`config.mk`:
```
export PLATFORM = sky130hd
export DESIGN_NAME = load_store_unit
export DESIGN_NICKNAME = d
export VERILOG_FILES = /design/src/rtl/load_store_unit.sv
export SDC_FILE = /design/constraint.sdc
export NUM_CORES = 1
export LEC_CHECK = 0
export CORE_MARGIN = 2
export CORE_UTILIZATION = 48
export CTS_CLUSTER_DIAMETER = 40
export DETAILED_ROUTE_END_ITERATION = 8
export GPL_TIMING_DRIVEN = 0
export PLACE_DENSITY = 0.89
export SLEW_MARGIN = 20
export SYNTH_ARGS = -nofsm -noshare
export SYNTH_HDL_FRONTEND = slang
export SYNTH_HIERARCHICAL = 1
export SYNTH_SLANG_ARGS = --single-unit
```
`constraint.sdc`:
```
create_clock -name clk -period 2.6 [get_ports clk]
set_input_delay 0.52 -clock clk [delete_from_list [all_inputs] [get_ports clk]]
set_output_delay 0.52 -clock clk [all_outputs]
set_load 0.05 [all_outputs]
```
`src/rtl/load_store_unit.sv`:
```
// load_store_unit: single-outstanding load/store controller between the core
// and a word-addressed data memory. Byte/halfword/word accesses with sign or
// zero extension on loads; sub-word stores are read-modify-write. Misaligned
// or illegal-size requests fault without touching memory.
//
// Ports:
//   clk, rst_n            clock, async active-low reset
//   req/we/size/unsigned_ld/addr/wdata   request (sampled when ready=1)
//   ready                 idle, can accept a request
//   done, misaligned      one-cycle completion pulse (+fault flag)
//   rdata                 last successful load result
//   mem_*                 data memory port (combinational read, write at edge)

// One byte lane of the RMW merge: picks the store byte for this lane when the
// access covers it, else keeps the byte read back from memory.
module lsu_byte_lane #(
  parameter logic [1:0] LANE = 2'd0
) (
  input  logic        is_byte,
  input  logic [1:0]  offs,
  input  logic [15:0] wdata,
  input  logic [7:0]  old_byte,
  output logic [7:0]  merged
);
  logic       hit;
  logic [7:0] src;
  assign hit    = is_byte ? (offs == LANE) : (offs[1] == LANE[1]);
  // Halfword upper lane takes wdata[15:8]; bytes always take wdata[7:0].
  assign src    = (is_byte || !LANE[0]) ? wdata[7:0] : wdata[15:8];
  assign merged = hit ? src : old_byte;
endmodule

module load_store_unit (
  input  logic        clk,
  input  logic        rst_n,
  input  logic        req,
  input  logic        we,
  input  logic [1:0]  size,
  input  logic        unsigned_ld,
  input  logic [31:0] addr,
  input  logic [31:0] wdata,
  output logic        ready,
  output logic        done,
  output logic [31:0] rdata,
  output logic        misaligned,
  output logic        mem_memread,
  output logic        mem_memwrite,
  output logic [31:0] mem_address,
  output logic [31:0] mem_write_data,
  input  logic [31:0] mem_read_data
);
  localparam int NUM_LANES = 4;

  typedef enum logic [2:0] {S_IDLE, S_LOAD, S_RMW_RD, S_WRITE, S_FAULT} state_t;

  state_t      state;
  logic [1:0]  size_q;
  logic        uns_q;
  logic [31:0] addr_q;
  logic [31:0] wdata_q;
  logic [31:0] merge_q;

  logic        fault_req;
  logic [7:0]  ld_byte;
  logic [15:0] ld_half;
  logic [31:0] ld_val;
  logic [NUM_LANES-1:0][7:0] merge_nxt;

  assign fault_req = (size == 2'b11) ||
                     (size == 2'b01 && addr[0]) ||
                     (size == 2'b10 && addr[1:0] != 2'b00);

  // Lane extraction on the combinational read data.
  assign ld_byte = mem_read_data[{addr_q[1:0], 3'b000} +: 8];
  assign ld_half = mem_read_data[{addr_q[1], 4'b0000} +: 16];

  always_comb begin
    ld_val = mem_read_data;
    case (size_q)
      2'b00:   ld_val = {{24{~uns_q & ld_byte[7]}}, ld_byte};
      2'b01:   ld_val = {{16{~uns_q & ld_half[15]}}, ld_half};
      default: ld_val = mem_read_data;
    endcase
  end

  for (genvar k = 0; k < NUM_LANES; k++) begin : g_lane
    lsu_byte_lane #(.LANE(2'(k))) u_lane (
      .is_byte  (size_q == 2'b00),
      .offs     (addr_q[1:0]),
      .wdata    (wdata_q[15:0]),
      .old_byte (mem_read_data[8*k +: 8]),
      .merged   (merge_nxt[k])
    );
  end

  // Memory port decoded from state so reset drops the enables asynchronously.
  assign ready          = (state == S_IDLE);
  assign mem_memread    = (state == S_LOAD) || (state == S_RMW_RD);
  assign mem_memwrite   = (state == S_WRITE);
  assign mem_address    = (mem_memread || mem_memwrite) ? {addr_q[31:2], 2'b00} : 32'h0;
  assign mem_write_data = mem_memwrite ? ((size_q == 2'b10) ? wdata_q : merge_q) : 32'h0;

  always_ff @(posedge clk or negedge rst_n) begin
    if (!rst_n) begin
      state      <= S_IDLE;
      size_q     <= 2'b00;
      uns_q      <= 1'b0;
      addr_q     <= 32'h0;
      wdata_q    <= 32'h0;
      merge_q    <= 32'h0;
      rdata      <= 32'h0;
      done       <= 1'b0;
      misaligned <= 1'b0;
    end else begin
      done       <= 1'b0;
      misaligned <= 1'b0;
      case (state)
        S_IDLE: if (req) begin
          size_q  <= size;
          uns_q   <= unsigned_ld;
          addr_q  <= addr;
          wdata_q <= wdata;
          if (fault_req)          state <= S_FAULT;
          else if (!we)           state <= S_LOAD;
          else if (size == 2'b10) state <= S_WRITE;
          else                    state <= S_RMW_RD;
        end
        S_LOAD: begin
          rdata <= ld_val;
          done  <= 1'b1;
          state <= S_IDLE;
        end
        S_RMW_RD: begin
          merge_q <= merge_nxt;
          state   <= S_WRITE;
        end
        S_WRITE: begin
          done  <= 1'b1;
          state <= S_IDLE;
        end
        S_FAULT: begin
          done       <= 1'b1;
          misaligned <= 1'b1;
          state      <= S_IDLE;
        end
        default: state <= S_IDLE;
      endcase
    end
  end
endmodule

```
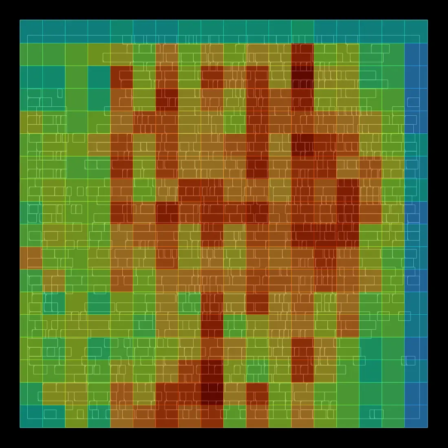
*Routing congestion, run 1*
GR Util met3: 6.83%
met1 Resource Use GR: 34.3%
GRT busiest layer: met2
total global-route track usage: 26.7%

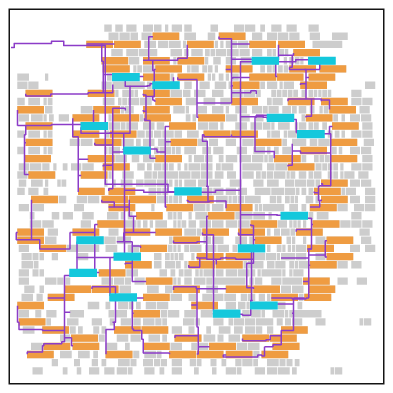
*Clock wires, drivers and flops, run 1*
Scale: 3 px per um.
purple -> clock wires  # length 1740 um
orange -> flip-flops  # count 136
cyan -> clock-net drivers  # count 17
flops lie = all over the die
routed clock nets = 18
final setup skew: 0.00645 ns
Clock group: 2.58 mW
Clock power frac: 18.1%
Skew-Pair Late Insertion Delay: 0.42 ns

==> impl_metrics.env, run 1 <==
# yosys + openroad results
export IMPL_top_logic_kind="multiplexers"
export IMPL_finalSetupViolations=1
export IMPL_synthToLayoutAreaGrowth_pct=39.4
export IMPL_p_int_mw=8.02
export IMPL_final_layout_top_logic_cells="dfrtp_1 (136), clkdlybuf4s50_1 (135), mux2_2 (118)"
export IMPL_grt_max_degree=83
export IMPL_ys_seq_share_pct=48.9
export IMPL_r2r_start="size_q[1]$_DFFE_PN0P_"
export IMPL_r2r_cells=8
export IMPL_antenna_found_initial=0
export IMPL_status="finished with violations"
export IMPL_portBuffers=201
export IMPL_critPathRequiredTime_ns=2.08
export IMPL_rsz0062_at_grt="yes"
export IMPL_synth_edff_count=0
export IMPL_maxCapViolCount=0
export IMPL_p_sw_mw=6.23
export IMPL_holdWs_ns=0.00303
export IMPL_cts_sinks=136
export IMPL_cts_root_buf="clkbuf_16"
export IMPL_vias_per_cell=5.64
export IMPL_worst_hold_path_type="in2async"
export IMPL_crit_start="size_q[1]$_DFFE_PN0P_"
export IMPL_clockBufferDepth=2
export IMPL_ir_worst_vdd_v=0.000628
export IMPL_numSynthFlops=136
export IMPL_mux_area_share_pct=20.7
export IMPL_flop_cell="dfrtp_1"
export IMPL_fp_dieH_um=124
export IMPL_max_freq_ghz=0.379
export IMPL_path_max_fanout=10
export IMPL_ys_types=45
export IMPL_crit_type="reg2out"
export IMPL_post_synth_top_count_cell="dfrtp_1"
export IMPL_ys_cells=626
export IMPL_yosys_area_top_type="dfrtp_1"
export IMPL_synth_top_area_share_pct=48.9
export IMPL_cts_made_buffers=17
export IMPL_die_width_um=124
export IMPL_fp_util_pct=49.7
export IMPL_cpPeakStageDelay_ns=0.33
export IMPL_critical_path_cell_chain="buf_2 > nor2b_1 > clkbuf_2 > clkbuf_4 > nand2_1 > a21oi_1 > buf_4"
export IMPL_seqPwrFrac_pct=28.2
export IMPL_layout_top_cell="dfrtp_1"
export IMPL_yosys_top_cells_count="dfrtp_1 (136), mux2_2 (118), nand2_1 (94)"
export IMPL_xor_share_pct=0
export IMPL_maxPowerGroup="combinational cells"
export IMPL_switching_share_pct=43.7
export IMPL_h_tree_depth=4
export IMPL_use_met2_pct=41.7
export IMPL_nFillCells=1007
export IMPL_wire_per_inst_um=19.7
export IMPL_final_antenna_net_count=0
export IMPL_dr_wl_met2_um=9640
export IMPL_aoi_share_pct=10.8
export IMPL_dp_slack_ns=-0.475
export IMPL_rows=43
export IMPL_simple_gate_share_pct=14.9
export IMPL_final_min_clock_period_ns=2.64
export IMPL_final_cell_area_um2=9690
export IMPL_place_area_um2=9230
export IMPL_drc=0
export IMPL_comb_power_mw=7.65
export IMPL_violations="negative setup slack"
export IMPL_stdcell_count=1042
export IMPL_vias=5877
export IMPL_pwr_share_comb_pct=53.7
export IMPL_io_pins=204
export IMPL_dp_cells=1009
export IMPL_cp_arrival_ns=2.12
export IMPL_fin_ws_ns=-0.0389
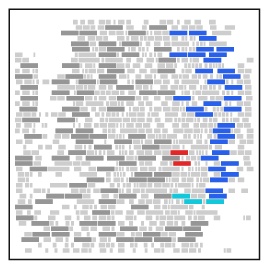
*Sequential cells colored by netlist name, run 1*
Scale: 2 px per um.
red -> size_q  # placed flops 2
cyan -> state  # placed flops 3
blue -> rdata  # placed flops 32
register area: 3400 um^2
fraction of area in registers: 35.1%
Seq group: 4.01 mW
final core occ: 69.3%

[run 1: flip-flops by register name (all words and copies together) (netlist names)]
name,flops
done,1
state,3
wdata_q,32
uns_q,1
size_q,2
rdata,32
merge_q,32
misaligned,1
addr_q,32
[run 1: critical path, delay by kind of cell, from the launching register on]
family	cells	cell delay, ns
AND/OR/NAND/NOR	2	0.23
buffers and inverters	4	0.89
AND-OR/OR-AND	1	0.26
flip-flops	1	0.33
[run 1: layout make-up]
class / count / share of cell area (%)
clock inverters: 8 / 1.47
plain buffers: 48 / 3.34
repair buffers: 205 / 19.0
multi-input cells: 437 / 33.5
flip-flops and latches: 136 / 35.1
inverters: 5 / 0.194
well taps: 180 / 2.32
clock buffers: 23 / 5.03
## Run 2: what changed since run 1
--- a/config.mk
+++ b/config.mk
@@ -5,10 +5,13 @@
 export SDC_FILE = /design/constraint.sdc
 export NUM_CORES = 1
 export LEC_CHECK = 0
+export CELL_PAD_IN_SITES_DETAIL_PLACEMENT = 1
+export CELL_PAD_IN_SITES_GLOBAL_PLACEMENT = 2
 export CORE_MARGIN = 2
-export CORE_UTILIZATION = 48
+export CORE_UTILIZATION = 30
 export CTS_CLUSTER_DIAMETER = 40
 export DETAILED_ROUTE_END_ITERATION = 8
+export GPL_ROUTABILITY_DRIVEN = 0
 export GPL_TIMING_DRIVEN = 0
 export PLACE_DENSITY = 0.89
 export SLEW_MARGIN = 20
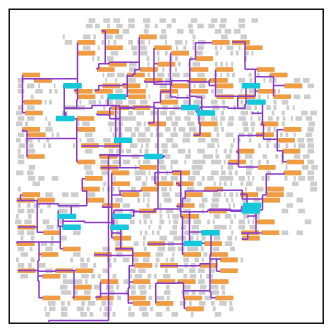
*Clock wires, drivers and flops, run 2*
Scale: 2 px per um.
orange -> flip-flops  # count 136
purple -> clock wires  # length 2040 um
cyan -> clock-net drivers  # count 17
flops lie = all over the die
routed clock nets = 18
Clock group: 2.54 mW
Clock power frac: 17.7%

==> impl_metrics.env, run 2 <==
# yosys + openroad results
export IMPL_status="complete, no violations"
export IMPL_dp_slack_ns=-0.534
export IMPL_reg2reg_slack_ns=0.13
export IMPL_cts_made_buffers=17
export IMPL_grt_use_met1_pct=26.4
export IMPL_comb_area_share_pct=33.3
export IMPL_cts_root_buf="clkbuf_16"
export IMPL_ys_types=45
export IMPL_drc=0
export IMPL_dr_wl_met2_um=11800
export IMPL_stdcell_count=1148
export IMPL_comb_power_mw=7.83
export IMPL_aoi_share_pct=10.8
export IMPL_n_tap_cell=285
export IMPL_nMultiInputCombCells=437
export IMPL_flop_count=136
export IMPL_h_tree_depth=4
export IMPL_r2r_start="size_q[1]$_DFFE_PN0P_"
export IMPL_nClkBuffers=20
export IMPL_ys_async_sr_fraction_pct=100
export IMPL_fin_ws_ns=0.0928
export IMPL_final_cell_area_um2=9850
export IMPL_num_nonclk_inverters=5
export IMPL_synth_top_area_share_pct=48.9
export IMPL_switching_share_pct=44.9
export IMPL_top_logic_kind="multiplexers"
export IMPL_dominant_cells="registers"
export IMPL_flop_cell="dfrtp_1"
export IMPL_synth_edff_count=0
export IMPL_simple_gate_share_pct=14.9
export IMPL_fin_skew_ns=0.00867
export IMPL_nFillCells=2517
export IMPL_antenna_found_initial=0
export IMPL_fp_dieH_um=156
export IMPL_cp_arrival_ns=1.99
export IMPL_use_met3_pct=3.68
export IMPL_maxCapViolCount=0
export IMPL_rows=55
export IMPL_p_int_mw=7.92
export IMPL_ys_cells=626
export IMPL_grt_usage_pct=20.1
export IMPL_crit_start="state[0]$_DFFE_PN0P_"
export IMPL_final_min_clock_period_ns=2.51
export IMPL_place_area_um2=9360
export IMPL_maxPowerGroup="combinational cells"
export IMPL_critPathRequiredTime_ns=2.08
export IMPL_p_sw_mw=6.46
export IMPL_clockBufferDepth=2
export IMPL_wire_per_inst_um=21.0
export IMPL_yosys_area_top_type="dfrtp_1"
export IMPL_clkLatencyLatePin_ns=0.42
export IMPL_layout_nonclk_buf_share_pct=22.2
export IMPL_cpPeakStageDelay_ns=0.31
export IMPL_final_layout_top_logic_cells="dfrtp_1 (135), clkdlybuf4s50_1 (135), mux2_2 (118)"
export IMPL_numSynthFlops=136
export IMPL_n_all_buffers=254
export IMPL_clk_share_pct=6.23
export IMPL_grt_busiest_layer="met2"
export IMPL_die_area_um2=24400
export IMPL_vias_per_cell=5.01
export IMPL_xor_share_pct=0
export IMPL_wl_met1_um=10500
export IMPL_worst_slew_pin_slew_ns=0.617
export IMPL_dp_cells=1114
export IMPL_wl_um=24100
export IMPL_post_synth_top_count_cell="dfrtp_1"
export IMPL_ys_seq_share_pct=48.9
export IMPL_io_pins=204
export IMPL_portBuffers=201
export IMPL_seq_share_pct=34.5
export IMPL_grt_max_degree=90
export IMPL_critical_path_cell_chain="buf_2 > nor2_1 > nor2_1 > buf_2 > and2_1 > buf_2"
export IMPL_seq_power_mw=4.01
export IMPL_path_max_fanout=10
export IMPL_cts_sinks=136
export IMPL_max_freq_ghz=0.399
export IMPL_synthToLayoutAreaGrowth_pct=41.7
export IMPL_final_antenna_net_count=0
export IMPL_die_width_um=156
export IMPL_pwr_share_comb_pct=54.4
export IMPL_yosys_top_cells_count="dfrtp_1 (136), mux2_2 (118), nand2_1 (94)"
export IMPL_worst_hold_path_type="reg2reg"
export IMPL_finalSetupViolations=0
export IMPL_seqPwrFrac_pct=27.9
export IMPL_ir_worst_vdd_v=0.000563
export IMPL_r2r_cells=8
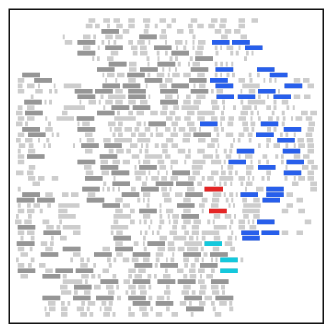
*Sequential cells colored by netlist name, run 2*
Scale: 2 px per um.
blue -> rdata  # placed flops 32
cyan -> state  # placed flops 3
red -> size_q  # placed flops 2
not colored = 99
register area: 3400 um^2
final core occ: 43.4%

-- run 2: cell count changes in the layout (fill, tap and decap cells not counted), sizes merged --
cell	before	now
clkdlybuf4s15	3	2
buf	83	93
dlygate4sd3	0	1
clkinvlp	1	4
bufinv	4	3
clkbuf	54	42
clkinv	3	4
-- run 2: stage by stage --
| step | utilization [%] | total power [mW] |
|---|---|---|
| 6_report | 43.4 | 14.4 |
| 5_1_grt | 43.4 | 15.2 |
| 4_1_cts | 43.2 | 14.4 |
| 3_5_place_dp | 41.2 | 12.0 |
| 3_3_place_gp | 41.1 | 11.8 |
| 2_1_floorplan | - | 9.36 |
-- run 2: critical path, delay by kind of cell, from the launching register on --
kind          cells  cell delay, ns
buf+inv           3            0.76
flops             1            0.31
simple gates      3            0.49
No activity file was given, so power comes from the tool's default toggle rates.
